$ cat config.mk
export PLATFORM = sky130hd
export DESIGN_NAME = scatter_update_gen
export DESIGN_NICKNAME = d
export VERILOG_FILES = /design/src/rtl/edge_pkg.sv /design/src/rtl/update_fifo.sv /design/src/rtl/scatter_update_gen.sv
export SDC_FILE = /design/constraint.sdc
export NUM_CORES = 1
export LEC_CHECK = 0
export ABC_AREA = 1
export ABC_CLOCK_PERIOD_IN_PS = 6720
export CORE_UTILIZATION = 47
export CTS_CLUSTER_DIAMETER = 120
export DETAILED_ROUTE_END_ITERATION = 10
export PLACE_DENSITY = 0.63
export SLEW_MARGIN = 20
export SYNTH_ARGS = -nofsm -noshare
export SYNTH_HDL_FRONTEND = slang
export SYNTH_HIERARCHICAL = 1
export SYNTH_SLANG_ARGS = --single-unit
$ cat constraint.sdc
create_clock -name clk -period 6.72 [get_ports clk]
set_clock_uncertainty 0.2 [all_clocks]
set_input_delay 1.344 -clock clk [delete_from_list [all_inputs] [get_ports clk]]
set_output_delay 1.344 -clock clk [all_outputs]
set_load 0.02 [all_outputs]
$ cat src/rtl/edge_pkg.sv
// Shared defaults and the update record for the scatter update generator.
package edge_pkg;
  localparam int DATA_W_DEF = 8;
  localparam int ADDR_W_DEF = 10;
  localparam int RD_LAT     = 2;

  typedef struct packed {
    logic [ADDR_W_DEF+5:0] dst;
    logic [DATA_W_DEF-1:0] val;
    logic                  last;
  } upd_rec_t;
endpackage

$ cat src/rtl/update_fifo.sv
// Output queue for computed updates; head is presented combinationally.
module update_fifo #(
  parameter int WIDTH = 25,
  parameter int DEPTH = 8
) (
  input  logic                   clk,
  input  logic                   rst,
  input  logic                   push,
  input  logic [WIDTH-1:0]       push_data,
  input  logic                   pop,
  output logic [WIDTH-1:0]       head_data,
  output logic [$clog2(DEPTH):0] count
);
  localparam int PW = $clog2(DEPTH);

  logic [WIDTH-1:0] mem_q [DEPTH];
  logic [PW-1:0]    wr_ptr_q;
  logic [PW-1:0]    rd_ptr_q;
  logic [PW:0]      count_q;
  logic             do_pop;
  logic             do_push;

  assign do_pop  = pop && (count_q != '0);
  // A push into a full queue is legal only when the head leaves the same cycle.
  assign do_push = push && ((count_q != (PW+1)'(DEPTH)) || do_pop);

  always_ff @(posedge clk) begin
    if (do_push) begin
      mem_q[wr_ptr_q] <= push_data;
    end
  end

  always_ff @(posedge clk or posedge rst) begin
    if (rst) begin
      wr_ptr_q <= '0;
      rd_ptr_q <= '0;
      count_q  <= '0;
    end else begin
      if (do_push) wr_ptr_q <= wr_ptr_q + 1'b1;
      if (do_pop)  rd_ptr_q <= rd_ptr_q + 1'b1;
      case ({do_push, do_pop})
        2'b10:   count_q <= count_q + 1'b1;
        2'b01:   count_q <= count_q - 1'b1;
        default: count_q <= count_q;
      endcase
    end
  end

  assign head_data = (count_q != '0) ? mem_q[rd_ptr_q] : '0;
  assign count     = count_q;
endmodule

$ cat src/rtl/scatter_update_gen.sv
// Turns edges into saturated vertex updates: read source value, add weight, queue.
module scatter_update_gen
  import edge_pkg::*;
#(
  parameter int DATA_W     = DATA_W_DEF,
  parameter int ADDR_W     = ADDR_W_DEF,
  parameter int FIFO_DEPTH = 8
) (
  input  logic              clk,
  input  logic              rst,
  input  logic [ADDR_W+5:0] edge_src,
  input  logic [ADDR_W+5:0] edge_dst,
  input  logic [DATA_W-1:0] edge_w,
  input  logic              edge_last,
  input  logic              edge_valid,
  output logic              edge_ready,
  output logic [ADDR_W+5:0] r_addr,
  input  logic [DATA_W-1:0] vval_in,
  output logic [ADDR_W+5:0] upd_dst,
  output logic [DATA_W-1:0] upd_val,
  output logic              upd_last,
  output logic              upd_valid,
  input  logic              upd_ready,
  output logic              idle
);
  localparam int VW    = ADDR_W + 6;
  localparam int NS    = RD_LAT + 1;
  localparam int IW    = $clog2(NS + 1);
  localparam int CW    = $clog2(FIFO_DEPTH) + 1;
  localparam int REC_W = VW + DATA_W + 1;

  logic              ready_en_q;
  logic [VW-1:0]     r_addr_q;
  logic              sh_vld_q  [NS];
  logic [VW-1:0]     sh_dst_q  [NS];
  logic [DATA_W-1:0] sh_w_q    [NS];
  logic              sh_last_q [NS];

  logic              accept;
  logic [IW-1:0]     inflight;
  logic [CW-1:0]     fifo_count;
  logic [DATA_W:0]   sum;
  logic [DATA_W-1:0] sat_val;
  logic [REC_W-1:0]  push_data;
  logic [REC_W-1:0]  head_data;

  assign accept = edge_valid && edge_ready;

  // The shadow pipe is one stage longer than the read latency so that its
  // tail lines up with the cycle vval_in is valid.
  always_ff @(posedge clk or posedge rst) begin
    if (rst) begin
      ready_en_q <= 1'b0;
      r_addr_q   <= '0;
      for (int i = 0; i < NS; i++) begin
        sh_vld_q[i]  <= 1'b0;
        sh_dst_q[i]  <= '0;
        sh_w_q[i]    <= '0;
        sh_last_q[i] <= 1'b0;
      end
    end else begin
      ready_en_q   <= 1'b1;
      if (accept) r_addr_q <= edge_src;
      sh_vld_q[0]  <= accept;
      sh_dst_q[0]  <= edge_dst;
      sh_w_q[0]    <= edge_w;
      sh_last_q[0] <= edge_last;
      for (int i = 1; i < NS; i++) begin
        sh_vld_q[i]  <= sh_vld_q[i-1];
        sh_dst_q[i]  <= sh_dst_q[i-1];
        sh_w_q[i]    <= sh_w_q[i-1];
        sh_last_q[i] <= sh_last_q[i-1];
      end
    end
  end

  always_comb begin
    inflight = '0;
    for (int i = 0; i < NS; i++) begin
      inflight = inflight + IW'(sh_vld_q[i]);
    end
  end

  // Credits count in-flight edges so the FIFO can never overflow.
  assign edge_ready = ready_en_q &&
                      (((CW+1)'(fifo_count) + (CW+1)'(inflight)) < (CW+1)'(FIFO_DEPTH));

  assign sum       = {1'b0, vval_in} + {1'b0, sh_w_q[NS-1]};
  assign sat_val   = sum[DATA_W] ? {DATA_W{1'b1}} : sum[DATA_W-1:0];
  assign push_data = {sh_dst_q[NS-1], sat_val, sh_last_q[NS-1]};

  update_fifo #(
    .WIDTH (REC_W),
    .DEPTH (FIFO_DEPTH)
  ) u_fifo (
    .clk       (clk),
    .rst       (rst),
    .push      (sh_vld_q[NS-1]),
    .push_data (push_data),
    .pop       (upd_valid && upd_ready),
    .head_data (head_data),
    .count     (fifo_count)
  );

  assign upd_valid = (fifo_count != '0);
  assign upd_dst   = head_data[REC_W-1 -: VW];
  assign upd_val   = head_data[DATA_W:1];
  assign upd_last  = head_data[0];
  assign r_addr    = r_addr_q;
  assign idle      = (inflight == '0) && (fifo_count == '0);
endmodule

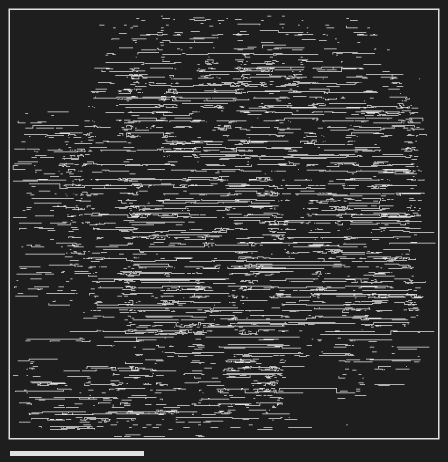
*M1 wires*
The bar under the picture is 50 um long.
longest straight run	48.8 um
share of all routed wire	44%
wirelength, routed: 22400 um
vias: 6982
M1 GR Usage: 23.7%

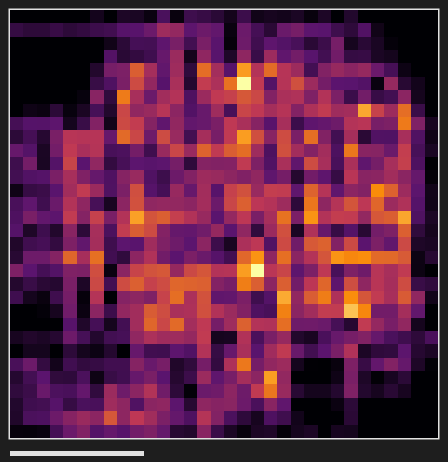
*Wire density map*
The bar under the picture is 50 um long. The die is cut into 32 by 32 equal tiles; black is low, pale yellow is high, scaled to the fullest tile. Values are wire area over tile area, all layers added.
mean over tiles	0.14
fullest tile	0.49
tiles over half the peak	15%
densest ninth of the die	middle
nearly empty tiles	12%
routed length per instance: 16.2 um
gr usage total: 17.9%

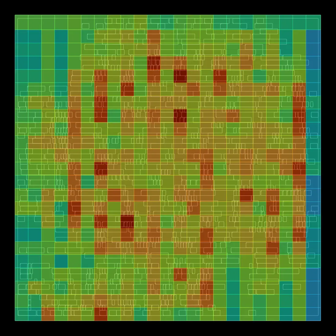
*Routing congestion map*
GR Util met2: 30.8%
met3 usage: 2.60%

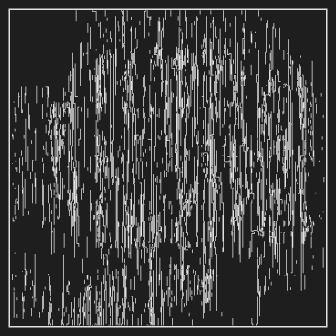
*The metal 2 layer*
nets with wire on the layer	824
longest straight run	88.7 um
share of all routed wire	50%

[state kept, by name, summed over array words and instances, names as in the netlist, 2 cells and up]
register and flops:
sh_w_q 24, r_addr 16, u_fifo/wr_ptr_q 3, push_data 17, sh_last_q 2, sh_dst_q 32, u_fifo/count 4, sh_vld_q 3
u_fifo/rd_ptr_q 3, u_fifo/mem_q 200
[stage by stage]
stage	cells	hold WS, ps	area [sq um]	util, %
global route	1382	144	13900	57.0
global placement	1324	133	12900	52.9
floorplan	936	131	11700	-
CTS	1382	135	13900	57.0
finish	1382	137	13900	57.0
detailed placement	1324	135	12900	52.9
[area by class of cell]
class	instances	area, sq um
Tap cell	324	405
Clock buffer	48	880
Fill cell	1990	10500
Clock inverter	10	100
Timing Repair Buffer	106	1040
Sequential cell	305	8640
Multi-Input combinational cell	554	2660
Inverter	35	136
==> results.sh <==
# source this file to load flow results
export IMPL_synth_cells=936
export IMPL_ys_warn_count=6
export IMPL_top_area_cell="edfxtp_1"
export IMPL_timing_critical_path_from="u_fifo/rd_ptr_q[1]$_DFFE_PP0N_"
export IMPL_hold_depth=0
export IMPL_core_sq_mm=0.0243
export IMPL_arrival_ps=3400
export IMPL_wl_met3_um=902
export IMPL_top_layer="met4"
export IMPL_r2r_start="u_fifo/count[0]$_DFFE_PP0P_"
export IMPL_critPathMaxFanout=63
export IMPL_wl_met1_um=9860
export IMPL_synth_top_cell_area_share_pct=51.5
export IMPL_critPathSlowestCell="dfrtp_2"
export IMPL_clk_power_mw=1.63
export IMPL_pre_cts_slack_ps=2300
export IMPL_viasPerCell=5.05
export IMPL_status="finished, final reports clean"
export IMPL_hpwl_um=12600
export IMPL_ys_sh_aoi_pct=8.10
export IMPL_setup_slack_ps=1770
export IMPL_peakVddDrop_v=0.000250
export IMPL_critPathCaptureType="primary output"
export IMPL_p_sw_share_pct=34.0
export IMPL_grt_pass1_wl_um=36200
export IMPL_worstMarginPinSlew_ps=1090
export IMPL_ys_sh_simple_pct=12.0
export IMPL_top_cells_by_area="edfxtp_1 (52%), dfrtp_1 (23%), nor2_1 (7.0%)"
export IMPL_netlist_top_cells_count="nor2_1 (216), edfxtp_1 (200), dfrtp_1 (105)"
export IMPL_tool_warnings=28
export IMPL_cp_required_ps=5180
